Run 1, signal wires on met1:
(8 px per micron) Supply wires on this layer in gray. Cells faint in the background.
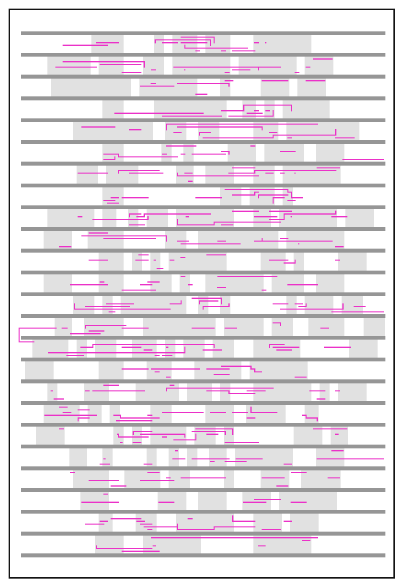
Run 1, metal 3:
(6 px per micron) Cells faint in the background.
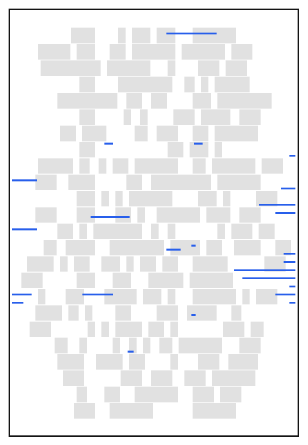
Run 1, wiring by layer:
(6 px per micron) Only two layers are drawn.
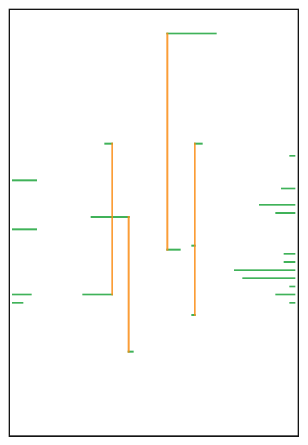
$ cat src/rtl/fifo_pkg.sv
// -----------------------------------------------------------------------------
// fifo_pkg
// Shared helpers for the dual-clock FIFO pointer blocks.
//   ptr_t      : widest pointer any FIFO instance can use (ASIZE up to 12 plus
//                one wrap bit).
//   bin2gray() : binary to reflected Gray code.
//   gray2bin() : Gray to binary, limited to the low 'width' bits.
//   depth()    : FIFO depth in words for a given address width.
// Instances cast ptr_t results down to their own ASIZE+1 pointer width.
// -----------------------------------------------------------------------------
package fifo_pkg;

    localparam int unsigned MAX_PTR_W = 13;

    typedef logic [MAX_PTR_W-1:0] ptr_t;

    // Bits above the pointer width are zero, so a single shift-xor gives the
    // Gray code for any width.
    function automatic ptr_t bin2gray(input ptr_t bin);
        return bin ^ (bin >> 1);
    endfunction

    // Each binary bit is the XOR of all Gray bits at and above it. Bits at
    // and above 'width' are masked off first so stray upper bits cannot leak in.
    function automatic ptr_t gray2bin(input ptr_t gray, input int unsigned width);
        ptr_t g;
        ptr_t b;
        logic acc;
        g   = gray & ((ptr_t'(1) << width) - ptr_t'(1));
        b   = '0;
        acc = 1'b0;
        for (int i = MAX_PTR_W - 1; i >= 0; i--) begin
            acc  = acc ^ g[i];
            b[i] = acc;
        end
        return b;
    endfunction

    function automatic int unsigned depth(input int unsigned asize);
        return 32'd1 << asize;
    endfunction

endpackage

$ cat src/rtl/wptr_full_lvl_if.sv
// -----------------------------------------------------------------------------
// wptr_full_lvl_if
// Write-side bundle between the write client and the write-pointer block.
//   wrt_en       : write request                       (client -> block)
//   s_rptr       : synchronised Gray read pointer      (client -> block)
//   af_thresh    : almost-full threshold in words      (client -> block)
//   ovf_clr      : clear sticky overflow               (client -> block)
//   wrt_acc      : write accepted (memory write strobe)(block -> client)
//   waddr        : memory write address                (block -> client)
//   wptr         : registered Gray write pointer       (block -> client)
//   wfull        : registered full flag                (block -> client)
//   walmost_full : registered almost-full flag         (block -> client)
//   wlevel       : registered fill level               (block -> client)
//   woverflow    : sticky overflow flag                (block -> client)
// master = write client / environment, slave = wptr_full_lvl.
// -----------------------------------------------------------------------------
interface wptr_full_lvl_if #(
    parameter int ASIZE = 4
) ();

    logic             wrt_en;
    logic [ASIZE:0]   s_rptr;
    logic [ASIZE:0]   af_thresh;
    logic             ovf_clr;
    logic             wrt_acc;
    logic [ASIZE-1:0] waddr;
    logic [ASIZE:0]   wptr;
    logic             wfull;
    logic             walmost_full;
    logic [ASIZE:0]   wlevel;
    logic             woverflow;

    modport master (
        output wrt_en, s_rptr, af_thresh, ovf_clr,
        input  wrt_acc, waddr, wptr, wfull, walmost_full, wlevel, woverflow
    );

    modport slave (
        input  wrt_en, s_rptr, af_thresh, ovf_clr,
        output wrt_acc, waddr, wptr, wfull, walmost_full, wlevel, woverflow
    );

endinterface

$ cat src/rtl/wptr_full_lvl_gray2bin.sv
// -----------------------------------------------------------------------------
// gray2bin_conv
// Purely combinational Gray-to-binary converter (XOR prefix from the MSB).
// Shared with the read-side rptr_empty_lvl block.
//   gray_i : W-bit Gray code input
//   bin_o  : W-bit binary output
// -----------------------------------------------------------------------------
module gray2bin_conv #(
    parameter int W = 5
) (
    input  logic [W-1:0] gray_i,
    output logic [W-1:0] bin_o
);

    generate
        for (genvar gi = 0; gi < W; gi++) begin : g_bit
            assign bin_o[gi] = ^gray_i[W-1:gi];
        end
    endgenerate

endmodule

$ cat src/rtl/wptr_full_lvl.sv
// -----------------------------------------------------------------------------
// wptr_full_lvl
// Write-domain pointer and status block for the dual-clock FIFOs. Keeps the
// binary write address and Gray write pointer, and derives registered full,
// almost-full, fill level and a sticky overflow flag from the read pointer
// already synchronised into the write clock.
//   wrt_clk : write clock
//   wrst    : synchronous active-high reset
//   bus     : wptr_full_lvl_if.slave (request, read pointer, threshold,
//             overflow clear in; accept strobe, address, pointer, status out)
// ASIZE: address width, depth = 2**ASIZE, legal range 1..12.
// Only wrt_en -> wrt_acc is combinational; everything else is registered.
// -----------------------------------------------------------------------------
module wptr_full_lvl
    import fifo_pkg::*;
#(
    parameter int ASIZE = 4
) (
    input  logic           wrt_clk,
    input  logic           wrst,
    wptr_full_lvl_if.slave bus
);

    localparam int unsigned PW = ASIZE + 1;
    localparam int unsigned DEPTH = depth(ASIZE);
    localparam logic [PW-1:0] FULL_LVL = PW'(DEPTH);
    // Gray image of "binary + DEPTH": the two most significant Gray bits flip.
    localparam logic [PW-1:0] FULL_GMASK = PW'(3) << (PW - 2);

    logic [PW-1:0] bin_q,  bin_d;
    logic [PW-1:0] gptr_q, gptr_d;
    logic [PW-1:0] lvl_q,  lvl_d;
    logic          full_q, full_d;
    logic          af_q,   af_d;
    logic          ovf_q,  ovf_d;

    logic [PW-1:0] rbin;
    logic          wrt_acc;
    logic          full_gray;

    gray2bin_conv #(
        .W (PW)
    ) u_rptr_conv (
        .gray_i (bus.s_rptr),
        .bin_o  (rbin)
    );

    always_comb begin
        wrt_acc = bus.wrt_en & ~full_q;
        bin_d   = bin_q + PW'(wrt_acc);
        gptr_d  = PW'(bin2gray(ptr_t'(bin_d)));
        // Modulo-2**PW difference; s_rptr lags the real read pointer, so this
        // can only overestimate the occupancy.
        lvl_d   = bin_d - rbin;
        full_d  = (lvl_d == FULL_LVL);
        af_d    = (lvl_d >= bus.af_thresh);
        // Set term wins over clear when both occur in the same cycle.
        ovf_d   = (ovf_q & ~bus.ovf_clr) | (bus.wrt_en & full_q);
    end

    // Classic Gray-domain full detect, kept as a cross-check on the
    // level-based full so both formulations stay provably identical.
    always_comb begin
        full_gray = (gptr_d == (bus.s_rptr ^ FULL_GMASK));
        assert (full_gray == full_d);
        assert (rbin == PW'(gray2bin(ptr_t'(bus.s_rptr), PW)));
    end

    always_ff @(posedge wrt_clk) begin
        if (wrst) begin
            bin_q  <= '0;
            gptr_q <= '0;
            lvl_q  <= '0;
            full_q <= 1'b0;
            af_q   <= 1'b0;
            ovf_q  <= 1'b0;
        end else begin
            bin_q  <= bin_d;
            gptr_q <= gptr_d;
            lvl_q  <= lvl_d;
            full_q <= full_d;
            af_q   <= af_d;
            ovf_q  <= ovf_d;
        end
    end

    assign bus.wrt_acc      = wrt_acc;
    assign bus.waddr        = bin_q[ASIZE-1:0];
    assign bus.wptr         = gptr_q;
    assign bus.wfull        = full_q;
    assign bus.walmost_full = af_q;
    assign bus.wlevel       = lvl_q;
    assign bus.woverflow    = ovf_q;

endmodule

$ cat src/flat_wrapper.sv
// flat-port wrapper written by rule: the top's interface ports become plain ports
module wptr_full_lvl_flat import fifo_pkg::*;
#(
    parameter int ASIZE = 4
)
  (wrt_clk, wrst, bus_wrt_en, bus_s_rptr, bus_af_thresh, bus_ovf_clr, bus_wrt_acc, bus_waddr, bus_wptr, bus_wfull, bus_walmost_full, bus_wlevel, bus_woverflow);
  wptr_full_lvl_if #(.ASIZE(ASIZE)) bus_i ();
  input  logic wrt_clk;
  input  logic wrst;
  input wire logic [$bits(bus_i.wrt_en)-1:0] bus_wrt_en;
  input wire logic [$bits(bus_i.s_rptr)-1:0] bus_s_rptr;
  input wire logic [$bits(bus_i.af_thresh)-1:0] bus_af_thresh;
  input wire logic [$bits(bus_i.ovf_clr)-1:0] bus_ovf_clr;
  output wire logic [$bits(bus_i.wrt_acc)-1:0] bus_wrt_acc;
  output wire logic [$bits(bus_i.waddr)-1:0] bus_waddr;
  output wire logic [$bits(bus_i.wptr)-1:0] bus_wptr;
  output wire logic [$bits(bus_i.wfull)-1:0] bus_wfull;
  output wire logic [$bits(bus_i.walmost_full)-1:0] bus_walmost_full;
  output wire logic [$bits(bus_i.wlevel)-1:0] bus_wlevel;
  output wire logic [$bits(bus_i.woverflow)-1:0] bus_woverflow;
  assign bus_i.wrt_en = bus_wrt_en;
  assign bus_i.s_rptr = bus_s_rptr;
  assign bus_i.af_thresh = bus_af_thresh;
  assign bus_i.ovf_clr = bus_ovf_clr;
  assign bus_wrt_acc = bus_i.wrt_acc;
  assign bus_waddr = bus_i.waddr;
  assign bus_wptr = bus_i.wptr;
  assign bus_wfull = bus_i.wfull;
  assign bus_walmost_full = bus_i.walmost_full;
  assign bus_wlevel = bus_i.wlevel;
  assign bus_woverflow = bus_i.woverflow;
  wptr_full_lvl #(.ASIZE(ASIZE)) u_core (.wrt_clk(wrt_clk), .wrst(wrst), .bus(bus_i));
endmodule
$ cat config.mk
export PLATFORM = sky130hd
export DESIGN_NAME = wptr_full_lvl_flat
export DESIGN_NICKNAME = d
export VERILOG_FILES = /design/src/rtl/fifo_pkg.sv /design/src/rtl/wptr_full_lvl_if.sv /design/src/rtl/wptr_full_lvl_gray2bin.sv /design/src/rtl/wptr_full_lvl.sv /design/src/flat_wrapper.sv
export SDC_FILE = /design/constraint.sdc
export NUM_CORES = 1
export LEC_CHECK = 0
export CELL_PAD_IN_SITES_DETAIL_PLACEMENT = 1
export CELL_PAD_IN_SITES_GLOBAL_PLACEMENT = 1
export CORE_ASPECT_RATIO = 1.5
export CORE_UTILIZATION = 28
export CTS_CLUSTER_SIZE = 28
export DETAILED_ROUTE_END_ITERATION = 6
export PLACE_DENSITY = 0.77
export SLEW_MARGIN = 5
export SYNTH_ARGS = -nofsm -noshare
export SYNTH_HDL_FRONTEND = slang
export SYNTH_SLANG_ARGS = --single-unit
$ cat constraint.sdc
create_clock -name wrt_clk -period 3.1 [get_ports wrt_clk]
set_clock_uncertainty 0.2 [all_clocks]
set_input_delay 0.62 -clock wrt_clk [delete_from_list [all_inputs] [get_ports wrt_clk]]
set_output_delay 0.62 -clock wrt_clk [all_outputs]
set_load 0.05 [all_outputs]
==> flow_summary.html, run 1 <==
<h3>Flow metrics</h3>
<table>
<tr><th>Metric</th><th>Value</th></tr>
<tr><th colspan="2">Run status</th></tr>
<tr><td>Status</td><td>finished with violations</td></tr>
<tr><td>Violations in the final reports</td><td>negative setup slack</td></tr>
<tr><th colspan="2">Flow run</th></tr>
<tr><td>Number of warning messages in the logs</td><td>29</td></tr>
<tr><th colspan="2">Die</th></tr>
<tr><td>FP Core Util</td><td>29.8%</td></tr>
<tr><td>Die outline height</td><td>70.9 microns</td></tr>
<tr><td>Boundary Pins</td><td>32</td></tr>
<tr><td>X dimension of the die</td><td>47.9 microns</td></tr>
<tr><td>Row Count</td><td>24</td></tr>
<tr><th colspan="2">STA</th></tr>
<tr><td>Hold Worst Slack</td><td>0.288 ns</td></tr>
<tr><td>Actual slew at the worst max-slew pin</td><td>0.647 ns</td></tr>
<tr><td>Number of setup violations in the final report</td><td>1</td></tr>
<tr><td>Final max-slew violation count</td><td>0</td></tr>
<tr><td>Final number of hold-violating endpoints</td><td>0</td></tr>
<tr><td>Headroom to the max-slew limit</td><td>56.8%</td></tr>
<tr><td>Minimum clock period after layout</td><td>3.20 ns</td></tr>
<tr><td>Worst setup slack after layout</td><td>-0.0970 ns</td></tr>
<tr><th colspan="2">Synthesis</th></tr>
<tr><td>Most used flip-flop cell</td><td>sky130_fd_sc_hd__dfxtp_1</td></tr>
<tr><td>Leading post-synthesis cells by instance count</td><td>17 x sky130_fd_sc_hd__dfxtp_1, 16 x sky130_fd_sc_hd__nor2_1, 12 x sky130_fd_sc_hd__inv_1</td></tr>
<tr><td>Adder and majority cell fraction of the synthesized area</td><td>16.4%</td></tr>
<tr><td>Post-synth seq share</td><td>38.4%</td></tr>
<tr><td>Instance count of the mapped netlist</td><td>95</td></tr>
<tr><td>Netlist area before placement</td><td>886 sq um</td></tr>
<tr><td>Syn nets</td><td>120</td></tr>
<tr><td>Number of warnings reported in the yosys synthesis log</td><td>0</td></tr>
<tr><td>Area fraction in compound gates</td><td>4.52%</td></tr>
<tr><td>Leading cell type by number of instances after synthesis</td><td>sky130_fd_sc_hd__dfxtp_1</td></tr>
<tr><td>Post-synth mux share</td><td>0%</td></tr>
<tr><td>Asr flop ratio synth</td><td>0%</td></tr>
<tr><th colspan="2">Cells and area</th></tr>
<tr><td>Number of flip-flops and latches</td><td>17</td></tr>
<tr><td>Fraction of layout cells with a size suffix above 1</td><td>31.1%</td></tr>
<tr><td>Post-layout instance area</td><td>0.00158 sq mm</td></tr>
<tr><td>Final cell count without fillers</td><td>187</td></tr>
<tr><td>Fraction of area in registers</td><td>21.5%</td></tr>
<tr><td>Number of logic gates</td><td>64</td></tr>
<tr><td>Count of buffers not belonging to the clock network in the layout</td><td>51</td></tr>
<tr><td>Proportion of cell area occupied by multi-input gates</td><td>40.3%</td></tr>
<tr><td>Antenna cell count</td><td>0</td></tr>
<tr><td>Highest-count cells in the layout ignoring fill and taps</td><td>26 x sky130_fd_sc_hd__clkdlybuf4s50_1, 21 x sky130_fd_sc_hd__buf_4, 17 x sky130_fd_sc_hd__dfxtp_1</td></tr>
<tr><td>Final net count</td><td>174</td></tr>
<tr><td>Sequential Area</td><td>340 sq um</td></tr>
<tr><td>Total area of multi-input combinational cells</td><td>638 sq um</td></tr>
<tr><th colspan="2">Global route</th></tr>
<tr><td>Number of global-route vias before repair</td><td>920</td></tr>
<tr><td>GRT Util Overall</td><td>16.1%</td></tr>
<tr><th colspan="2">Detailed routing</th></tr>
<tr><td>Number of nets with antenna violations after routing</td><td>0</td></tr>
<tr><td>Vias per std cell</td><td>4.41</td></tr>
<tr><td>DRC violations left</td><td>0</td></tr>
<tr><td>WL/cell</td><td>13.4 microns</td></tr>
<tr><td>Length of the first detailed-routing pass in iterations</td><td>3</td></tr>
<tr><th colspan="2">Power</th></tr>
<tr><td>Flip-flop and latch power</td><td>0.267 mW</td></tr>
<tr><td>Part of the power in the clock network</td><td>17.3%</td></tr>
<tr><td>Pwr Total</td><td>0.936 mW</td></tr>
<tr><td>Leak</td><td>0.711 nW</td></tr>
<tr><td>Power attributed to combinational cells</td><td>0.507 mW</td></tr>
<tr><td>Reported clock group power</td><td>0.162 mW</td></tr>
<tr><td>Internal power contribution</td><td>0.579 mW</td></tr>
<tr><td>Seq pwr share</td><td>28.5%</td></tr>
<tr><td>Power group with the largest share</td><td>combinational logic</td></tr>
<tr><td>Share of power burned in combinational logic</td><td>54.2%</td></tr>
<tr><th colspan="2">Setup path</th></tr>
<tr><td>Total buffers and inverters traversed by the critical path</td><td>2</td></tr>
<tr><td>Worst path depth</td><td>14</td></tr>
<tr><td>Cell repeated most along the worst path</td><td>sky130_fd_sc_hd__xnor2_1</td></tr>
<tr><td>Cell type group with the largest total delay on the critical path</td><td>XOR/XNOR gates</td></tr>
<tr><th colspan="2">Clocking</th></tr>
<tr><td>Number of hold buffers added after cts</td><td>0</td></tr>
<tr><td>CTS sink cnt</td><td>17</td></tr>
<tr><td>CTS max path bufs</td><td>2</td></tr>
<tr><td>Clock latency at the later pin of the worst-skew pair</td><td>0.25 ns</td></tr>
<tr><th colspan="2">Place</th></tr>
<tr><td>Post-DP HPWL</td><td>1830 microns</td></tr>
<tr><td>Worst slack after detailed placement</td><td>-0.893 ns</td></tr>
<tr><th colspan="2">Worst hold path</th></tr>
<tr><td>Cell depth of the worst hold path</td><td>2</td></tr>
<tr><td>Min-delay worst type</td><td>reg -&gt; reg</td></tr>
</table>
Back to the opening pictures, 'signal wires on met1':
wire length on this layer	846 microns
longest straight run	20.7 microns
share of all routed wire	34%

Back to the opening pictures, 'metal 3':
main direction	horizontal
share of all routed wire	3.0%
longest straight run	9.90 microns
nets with wire on the layer	19
wire length on this layer	74.5 microns

Back to the opening pictures, 'wiring by layer':
color	layer	wire length
orange	metal 4	112 microns
green	metal 3	74.5 microns

==> run 1: per-layer routing <==
layer	vias up	track usage (%)	share of wire, %
met4	0	10.8	4.5
met2	24	28.8	59
met5	-	0	0
li1	400	-	-
met3	9	1.28	3.0
met1	391	15.9	34
==> run 1: repair_timing <==
action	in CTS	in global routing
setup buffers	5	1
pin swaps	9	6
endpoints found under the setup margin	4	4
gates resized	15	15
==> run 1: path summary, 6_finish.rpt <==
path | slack [ns] | to | start
max | -0.1 | u_core.bus.walmost_full | bus_s_rptr[2]
min | 0.29 | u_core.bus.woverflow | u_core.bus.woverflow
max reg2reg | 0.35 | u_core.bus.walmost_full | u_core.bus.wfull
min reg2reg | 0.29 | u_core.bus.woverflow | u_core.bus.woverflow
==> run 2: changes to the inputs <==
- RECOVER_POWER: not set -> 25
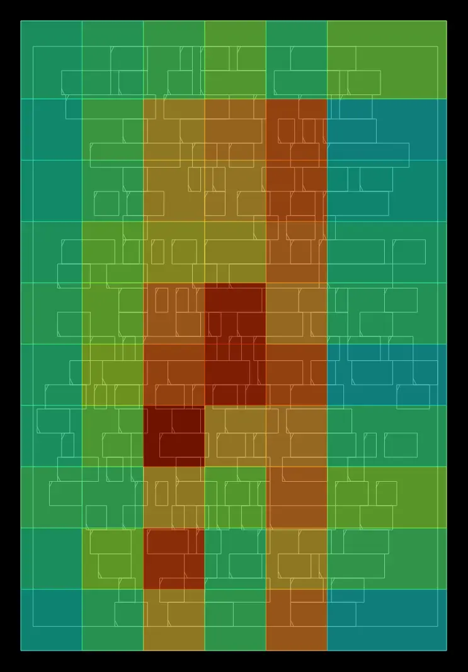
Run 2: track usage over the die
GRT Util Overall: 16.1%
Core Util, Final: 53.2%
met1 track utilization from global routing: 15.9%
met2 layer usage reported by global route: 28.8%
WL/cell: 13.4 microns

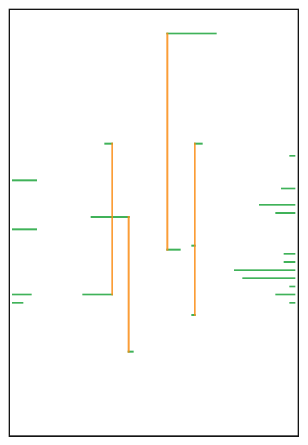
Run 2: wiring by layer
(6 px per micron) Only two layers are drawn.
color	layer	wire length
green	metal 3	74.5 microns
orange	metal 4	112 microns

==> run 2 against run 1 <==
  * The flow still finishes with violations (negative setup slack)
  * Largest power group unchanged
  * Register-to-register slack about the same
  * Combinational power about the same
  * Hold slack unchanged
  * Highest routed layer unchanged
  * Critical path depth unchanged
  * Via count unchanged
  * Non-clock buffer count unchanged
  * Critical path type unchanged
==> flow_summary.html, run 2 <==
<h3>Flow metrics</h3>
<table>
<tr><th>Metric</th><th>Value</th></tr>
<tr><th colspan="2">Power</th></tr>
<tr><td>Power group with the largest share</td><td>combinational logic</td></tr>
<tr><td>Flip-flop and latch power</td><td>0.267 mW</td></tr>
<tr><td>Worst vdd rail ir drop</td><td>240 uV</td></tr>
<tr><td>Seq pwr share</td><td>28.5%</td></tr>
<tr><td>Power attributed to combinational cells</td><td>0.507 mW</td></tr>
<tr><td>Pwr Total</td><td>0.936 mW</td></tr>
<tr><td>Part of the power in the clock network</td><td>17.3%</td></tr>
<tr><td>Reported clock group power</td><td>0.162 mW</td></tr>
<tr><td>Leak</td><td>0.711 nW</td></tr>
<tr><td>Internal power contribution</td><td>0.579 mW</td></tr>
<tr><td>Share of power burned in combinational logic</td><td>54.2%</td></tr>
<tr><th colspan="2">Place</th></tr>
<tr><td>Post-DP HPWL</td><td>1830 microns</td></tr>
<tr><th colspan="2">Synthesis</th></tr>
<tr><td>Cell Type Count</td><td>21</td></tr>
<tr><td>Yosys top cell by area</td><td>sky130_fd_sc_hd__dfxtp_1</td></tr>
<tr><td>Netlist area before placement</td><td>886 sq um</td></tr>
<tr><td>Syn nets</td><td>120</td></tr>
<tr><td>Most used flip-flop cell</td><td>sky130_fd_sc_hd__dfxtp_1</td></tr>
<tr><td>Portion of synthesized cell area occupied by the leading cell type</td><td>38.4%</td></tr>
<tr><td>Chip Area, Yosys</td><td>886 sq um</td></tr>
<tr><td>Leading post-synthesis cells by instance count</td><td>17 x sky130_fd_sc_hd__dfxtp_1, 16 x sky130_fd_sc_hd__nor2_1, 12 x sky130_fd_sc_hd__inv_1</td></tr>
<tr><td>Leading cell type by number of instances after synthesis</td><td>sky130_fd_sc_hd__dfxtp_1</td></tr>
<tr><td>Area fraction in compound gates</td><td>4.52%</td></tr>
<tr><td>Post-synth mux share</td><td>0%</td></tr>
<tr><td>Asr flop ratio synth</td><td>0%</td></tr>
<tr><td>Yosys cell count</td><td>95</td></tr>
<tr><td>Post-synth seq share</td><td>38.4%</td></tr>
<tr><td>Adder and majority cell fraction of the synthesized area</td><td>16.4%</td></tr>
<tr><td>Number of warnings reported in the yosys synthesis log</td><td>0</td></tr>
<tr><td>Largest cells by area after synthesis</td><td>sky130_fd_sc_hd__dfxtp_1 38%, sky130_fd_sc_hd__ha_1 14%, sky130_fd_sc_hd__xor2_1 7.9%</td></tr>
<tr><td>Instance count of the mapped netlist</td><td>95</td></tr>
<tr><td>Number of flops mapped to enable cells by yosys</td><td>0</td></tr>
<tr><th colspan="2">Detailed routing</th></tr>
<tr><td>DRT iter0 DRCs</td><td>8</td></tr>
<tr><td>Number of nets with antenna violations after routing</td><td>0</td></tr>
<tr><td>Detailed Route WL</td><td>2510 microns</td></tr>
<tr><td>Length of the first detailed-routing pass in iterations</td><td>3</td></tr>
<tr><td>DRC violations left</td><td>0</td></tr>
<tr><td>Vias per std cell</td><td>4.41</td></tr>
<tr><td>Number of vias in the routed layout</td><td>824</td></tr>
<tr><th colspan="2">Clocking</th></tr>
<tr><td>Clock latency at the later pin of the worst-skew pair</td><td>0.25 ns</td></tr>
<tr><td>Resized cells post-CTS</td><td>15</td></tr>
<tr><td>CTS max path bufs</td><td>2</td></tr>
<tr><td>CTS sink cnt</td><td>17</td></tr>
<tr><td>Number of hold buffers added after cts</td><td>0</td></tr>
<tr><td>Setup bufs post-CTS</td><td>5</td></tr>
<tr><th colspan="2">Die</th></tr>
<tr><td>Die outline height</td><td>70.9 microns</td></tr>
<tr><td>Row Count</td><td>24</td></tr>
<tr><td>Floorplan die area</td><td>0.00340 sq mm</td></tr>
<tr><td>X dimension of the die</td><td>47.9 microns</td></tr>
<tr><td>Boundary Pins</td><td>32</td></tr>
<tr><td>FP Core Util</td><td>29.8%</td></tr>
<tr><th colspan="2">Flow run</th></tr>
<tr><td>Number of warning messages in the logs</td><td>29</td></tr>
<tr><th colspan="2">Setup path</th></tr>
<tr><td>Cell repeated most along the worst path</td><td>sky130_fd_sc_hd__xnor2_1</td></tr>
<tr><td>Worst reg-to-reg setup slack</td><td>0.35 ns</td></tr>
<tr><td>Kind of launch point of the worst setup path</td><td>input pin</td></tr>
<tr><td>Worst path depth</td><td>14</td></tr>
<tr><td>Total buffers and inverters traversed by the critical path</td><td>2</td></tr>
<tr><td>Cell type group with the largest total delay on the critical path</td><td>XOR/XNOR gates</td></tr>
<tr><td>Kind of critical path</td><td>in -&gt; reg</td></tr>
<tr><td>Crit path launch</td><td>bus_s_rptr[2]</td></tr>
<tr><td>Origin of the critical flop-to-flop path</td><td>u_core.bus.wfull</td></tr>
<tr><td>Capture point of the worst path</td><td>u_core.bus.walmost_full</td></tr>
<tr><td>Endpoint of the lowest-slack register-to-register path</td><td>u_core.bus.walmost_full</td></tr>
<tr><th colspan="2">STA</th></tr>
<tr><td>Final number of hold-violating endpoints</td><td>0</td></tr>
<tr><td>Actual slew at the worst max-slew pin</td><td>0.647 ns</td></tr>
<tr><td>Worst setup slack after layout</td><td>-0.0970 ns</td></tr>
<tr><td>Minimum clock period after layout</td><td>3.20 ns</td></tr>
<tr><td>Headroom to the max-slew limit</td><td>56.8%</td></tr>
<tr><td>Setup repair after global routing missed its margin</td><td>yes</td></tr>
<tr><td>Final max-slew violation count</td><td>0</td></tr>
<tr><td>Number of setup violations in the final report</td><td>1</td></tr>
<tr><th colspan="2">Cells and area</th></tr>
<tr><td>Sequential Area</td><td>340 sq um</td></tr>
<tr><td>Number of flip-flops and latches</td><td>17</td></tr>
<tr><td>Count of buffers not belonging to the clock network in the layout</td><td>51</td></tr>
<tr><td>Highest-count cells in the layout ignoring fill and taps</td><td>26 x sky130_fd_sc_hd__clkdlybuf4s50_1, 21 x sky130_fd_sc_hd__buf_4, 17 x sky130_fd_sc_hd__dfxtp_1</td></tr>
<tr><td>Antenna cell count</td><td>0</td></tr>
<tr><td>Number of logic gates</td><td>64</td></tr>
<tr><td>Final net count</td><td>174</td></tr>
<tr><td>Total area of multi-input combinational cells</td><td>638 sq um</td></tr>
<tr><td>Fraction of layout cells with a size suffix above 1</td><td>31.1%</td></tr>
<tr><td>Fraction of area in registers</td><td>21.5%</td></tr>
<tr><td>Proportion of cell area occupied by multi-input gates</td><td>40.3%</td></tr>
<tr><td>Cell type taking the most area</td><td>combinational gates</td></tr>
<tr><th colspan="2">Worst hold path</th></tr>
<tr><td>Sink of the worst hold path</td><td>u_core.bus.woverflow</td></tr>
<tr><td>Startpoint of the most critical hold path</td><td>u_core.bus.woverflow</td></tr>
<tr><td>Min-delay worst type</td><td>reg -&gt; reg</td></tr>
<tr><td>Cell depth of the worst hold path</td><td>2</td></tr>
<tr><th colspan="2">Global route</th></tr>
<tr><td>Number of global-route vias before repair</td><td>920</td></tr>
<tr><td>Wire length of the first global-routing pass</td><td>3880 microns</td></tr>
<tr><th colspan="2">Run status</th></tr>
<tr><td>Violations in the final reports</td><td>negative setup slack</td></tr>
<tr><td>Status</td><td>finished with violations</td></tr>
</table>
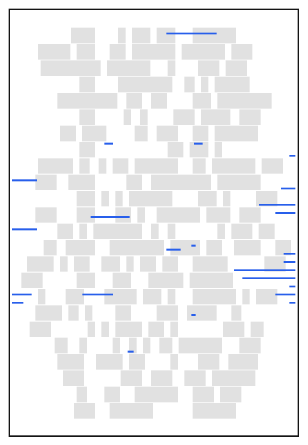
Run 2: metal 3
(6 px per micron) Cells faint in the background.
share of all routed wire	3.0%
main direction	horizontal
wire length on this layer	74.5 microns
nets with wire on the layer	19

==> run 2: cell counts after synthesis <==
Identical to the previous run, type by type.
==> run 2: metal layers <==
| metal | wire length (microns) | track usage (%) | up-vias |
|---|---|---|---|
| li1 | - | - | 400 |
| met1 | 845 | 15.9 | 391 |
| met2 | 1480 | 28.8 | 24 |
| met3 | 74 | 1.28 | 9 |
| met4 | 112 | 10.8 | 0 |
| met5 | 0 | 0 | - |
==> run 2: per-stage QoR <==
stage                     std cells  worst slack, ns  utilization, %  instance area (sq um)  hold slack (ns)
final                           187          -0.0970            53.2                   1580            0.288
after global routing            187           -0.248            53.2                   1580            0.315
after CTS                       187           -0.101            50.4                   1500            0.296
after detailed placement        178           -0.893            46.8                   1390            0.287
after global placement          178           -0.750            46.8                   1390            0.256
after floorplan                  95           -0.122               -                    931            0.490
==> run 3: changes to the inputs <==
- CELL_PAD_IN_SITES_DETAIL_PLACEMENT: 1 -> not set
- CELL_PAD_IN_SITES_GLOBAL_PLACEMENT: 1 -> not set
- CORE_UTILIZATION: 28 -> 39
- CTS_CLUSTER_DIAMETER: not set -> 50
- PLACE_DENSITY: 0.77 -> 0.78
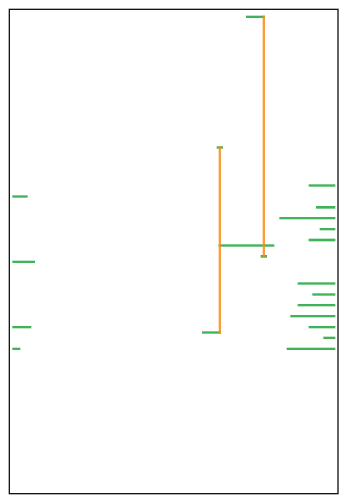
Run 3: wiring by layer
(8 px per micron) Only two layers are drawn.
color	layer	wire length
orange	metal 4	53.0 microns
green	metal 3	61.4 microns

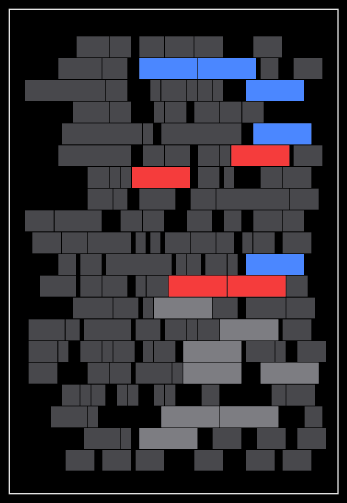
Run 3: sequential cells grouped by signal name
(8 px per micron) Other sequential cells in the stronger gray, the rest of the logic in the fainter gray.
color	name in the netlist	placed flops
blue	u_core.bus.wptr	5
red	u_core.bin_q	4
not colored	8

==> run 3 against run 2 <==
  * The run still ends with negative setup slack left
  * Sequential power down 2%
  * Die size down 27%
  * Via count down 4.2%
  * Utilization up 19 points
  * Fmax up 2.2%
  * Area after synthesis unchanged
  * Cell count down 9.1%
  * Register-to-register slack better by 0.09 ns
  * Combinational power down 3%
  * Flip-flop count unchanged
  * Largest power group unchanged
==> flow_summary.html, run 3 <==
<h3>Flow metrics</h3>
<table>
<tr><th>Metric</th><th>Value</th></tr>
<tr><th colspan="2">Synthesis</th></tr>
<tr><td>Syn nets</td><td>120</td></tr>
<tr><td>Number of flops mapped to enable cells by yosys</td><td>0</td></tr>
<tr><td>Leading cell type by number of instances after synthesis</td><td>sky130_fd_sc_hd__dfxtp_1</td></tr>
<tr><td>Leading post-synthesis cells by instance count</td><td>17 x sky130_fd_sc_hd__dfxtp_1, 16 x sky130_fd_sc_hd__nor2_1, 12 x sky130_fd_sc_hd__inv_1</td></tr>
<tr><td>Yosys cell count</td><td>95</td></tr>
<tr><td>Most used flip-flop cell</td><td>sky130_fd_sc_hd__dfxtp_1</td></tr>
<tr><td>Number of warnings reported in the yosys synthesis log</td><td>0</td></tr>
<tr><td>Cell Type Count</td><td>21</td></tr>
<tr><td>Largest cells by area after synthesis</td><td>sky130_fd_sc_hd__dfxtp_1 38%, sky130_fd_sc_hd__ha_1 14%, sky130_fd_sc_hd__xor2_1 7.9%</td></tr>
<tr><th colspan="2">STA</th></tr>
<tr><td>Number of setup violations in the final report</td><td>1</td></tr>
<tr><td>Hold Worst Slack</td><td>0.277 ns</td></tr>
<tr><td>Worst setup slack after layout</td><td>-0.0294 ns</td></tr>
<tr><td>Final max-slew violation count</td><td>0</td></tr>
<tr><td>Final number of hold-violating endpoints</td><td>0</td></tr>
<tr><th colspan="2">Power</th></tr>
<tr><td>Pwr Total</td><td>0.877 mW</td></tr>
<tr><td>Reported clock group power</td><td>0.121 mW</td></tr>
<tr><td>Power attributed to combinational cells</td><td>0.494 mW</td></tr>
<tr><td>Seq pwr share</td><td>29.9%</td></tr>
<tr><td>Share of power burned in combinational logic</td><td>56.3%</td></tr>
<tr><td>Power group with the largest share</td><td>combinational logic</td></tr>
<tr><th colspan="2">Run status</th></tr>
<tr><td>Status</td><td>finished with violations</td></tr>
<tr><td>Violations in the final reports</td><td>negative setup slack</td></tr>
<tr><th colspan="2">Clocking</th></tr>
<tr><td>CTS max path bufs</td><td>2</td></tr>
<tr><td>Clock latency at the later pin of the worst-skew pair</td><td>0.30 ns</td></tr>
<tr><td>CTS sink cnt</td><td>17</td></tr>
<tr><th colspan="2">Cells and area</th></tr>
<tr><td>Number of flip-flops and latches</td><td>17</td></tr>
<tr><td>Sequential Area</td><td>340 sq um</td></tr>
<tr><td>Total area of multi-input combinational cells</td><td>593 sq um</td></tr>
<tr><td>Fraction of area in registers</td><td>22.7%</td></tr>
<tr><td>Final net count</td><td>174</td></tr>
<tr><td>Proportion of cell area occupied by multi-input gates</td><td>39.6%</td></tr>
<tr><td>Cell type taking the most area</td><td>combinational gates</td></tr>
<tr><td>Antenna cell count</td><td>0</td></tr>
<tr><th colspan="2">Flow run</th></tr>
<tr><td>Number of warning messages in the logs</td><td>29</td></tr>
<tr><th colspan="2">Detailed routing</th></tr>
<tr><td>Highest routing layer actually used</td><td>met4</td></tr>
<tr><td>Met3 Wirelength</td><td>61 microns</td></tr>
<tr><td>Length of the first detailed-routing pass in iterations</td><td>2</td></tr>
<tr><td>Number of vias in the routed layout</td><td>789</td></tr>
<tr><td>Routed length on met2</td><td>1030 microns</td></tr>
<tr><td>DRT iter0 DRCs</td><td>5</td></tr>
<tr><td>Met1 layer wirelength in the final routing</td><td>679 microns</td></tr>
<tr><td>Number of nets with antenna violations after routing</td><td>0</td></tr>
<tr><td>Vias per std cell</td><td>4.64</td></tr>
<tr><th colspan="2">Place</th></tr>
<tr><td>Number of placed cells counting well taps</td><td>161</td></tr>
<tr><td>Placed instance area</td><td>0.00137 sq mm</td></tr>
<tr><td>Post-DP HPWL</td><td>1520 microns</td></tr>
<tr><th colspan="2">Setup path</th></tr>
<tr><td>Kind of launch point of the worst setup path</td><td>input pin</td></tr>
<tr><td>Kind of critical path</td><td>in -&gt; reg</td></tr>
<tr><td>Cell type group with the largest total delay on the critical path</td><td>adder cells</td></tr>
<tr><th colspan="2">Global route</th></tr>
<tr><td>Met1 track utilization from global routing</td><td>17.2%</td></tr>
<tr><td>Wire length of the first global-routing pass</td><td>2960 microns</td></tr>
<tr><td>Met2 layer usage reported by global route</td><td>33.9%</td></tr>
<tr><th colspan="2">Die</th></tr>
<tr><td>Floorplan die area</td><td>0.00247 sq mm</td></tr>
<tr><td>Die outline height</td><td>60.4 microns</td></tr>
<tr><td>Row Count</td><td>20</td></tr>
</table>
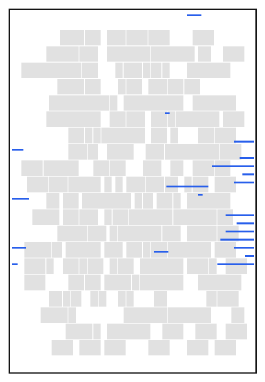
Run 3: metal 3
(6 px per micron) Cells faint in the background.
wire length on this layer	61.4 microns
main direction	horizontal
share of all routed wire	3.4%

## run 3: cell counts after synthesis
No cell type changed its count.
## run 3: path summary, 6_finish.rpt
path	start	end	cells past startpoint
min reg2reg	u_core.bus.woverflow	u_core.bus.woverflow	2
max reg2reg	u_core.bus.wfull	u_core.bus.walmost_full	12
min	u_core.bus.woverflow	u_core.bus.woverflow	2
max	bus_wrt_en	u_core.bus.walmost_full	13
## run 3: kinds of logic after synthesis
| group | Yosys count | synth area share, % |
|---|---|---|
| fa+ha+maj | 11 | 16.4 |
| compound gates | 7 | 4.52 |
| xor+xnor | 17 | 19.4 |
| simple gates | 29 | 15.4 |
| buf+inv | 14 | 5.93 |
| flops | 17 | 38.4 |
Power is estimated from default activity; no workload was simulated.
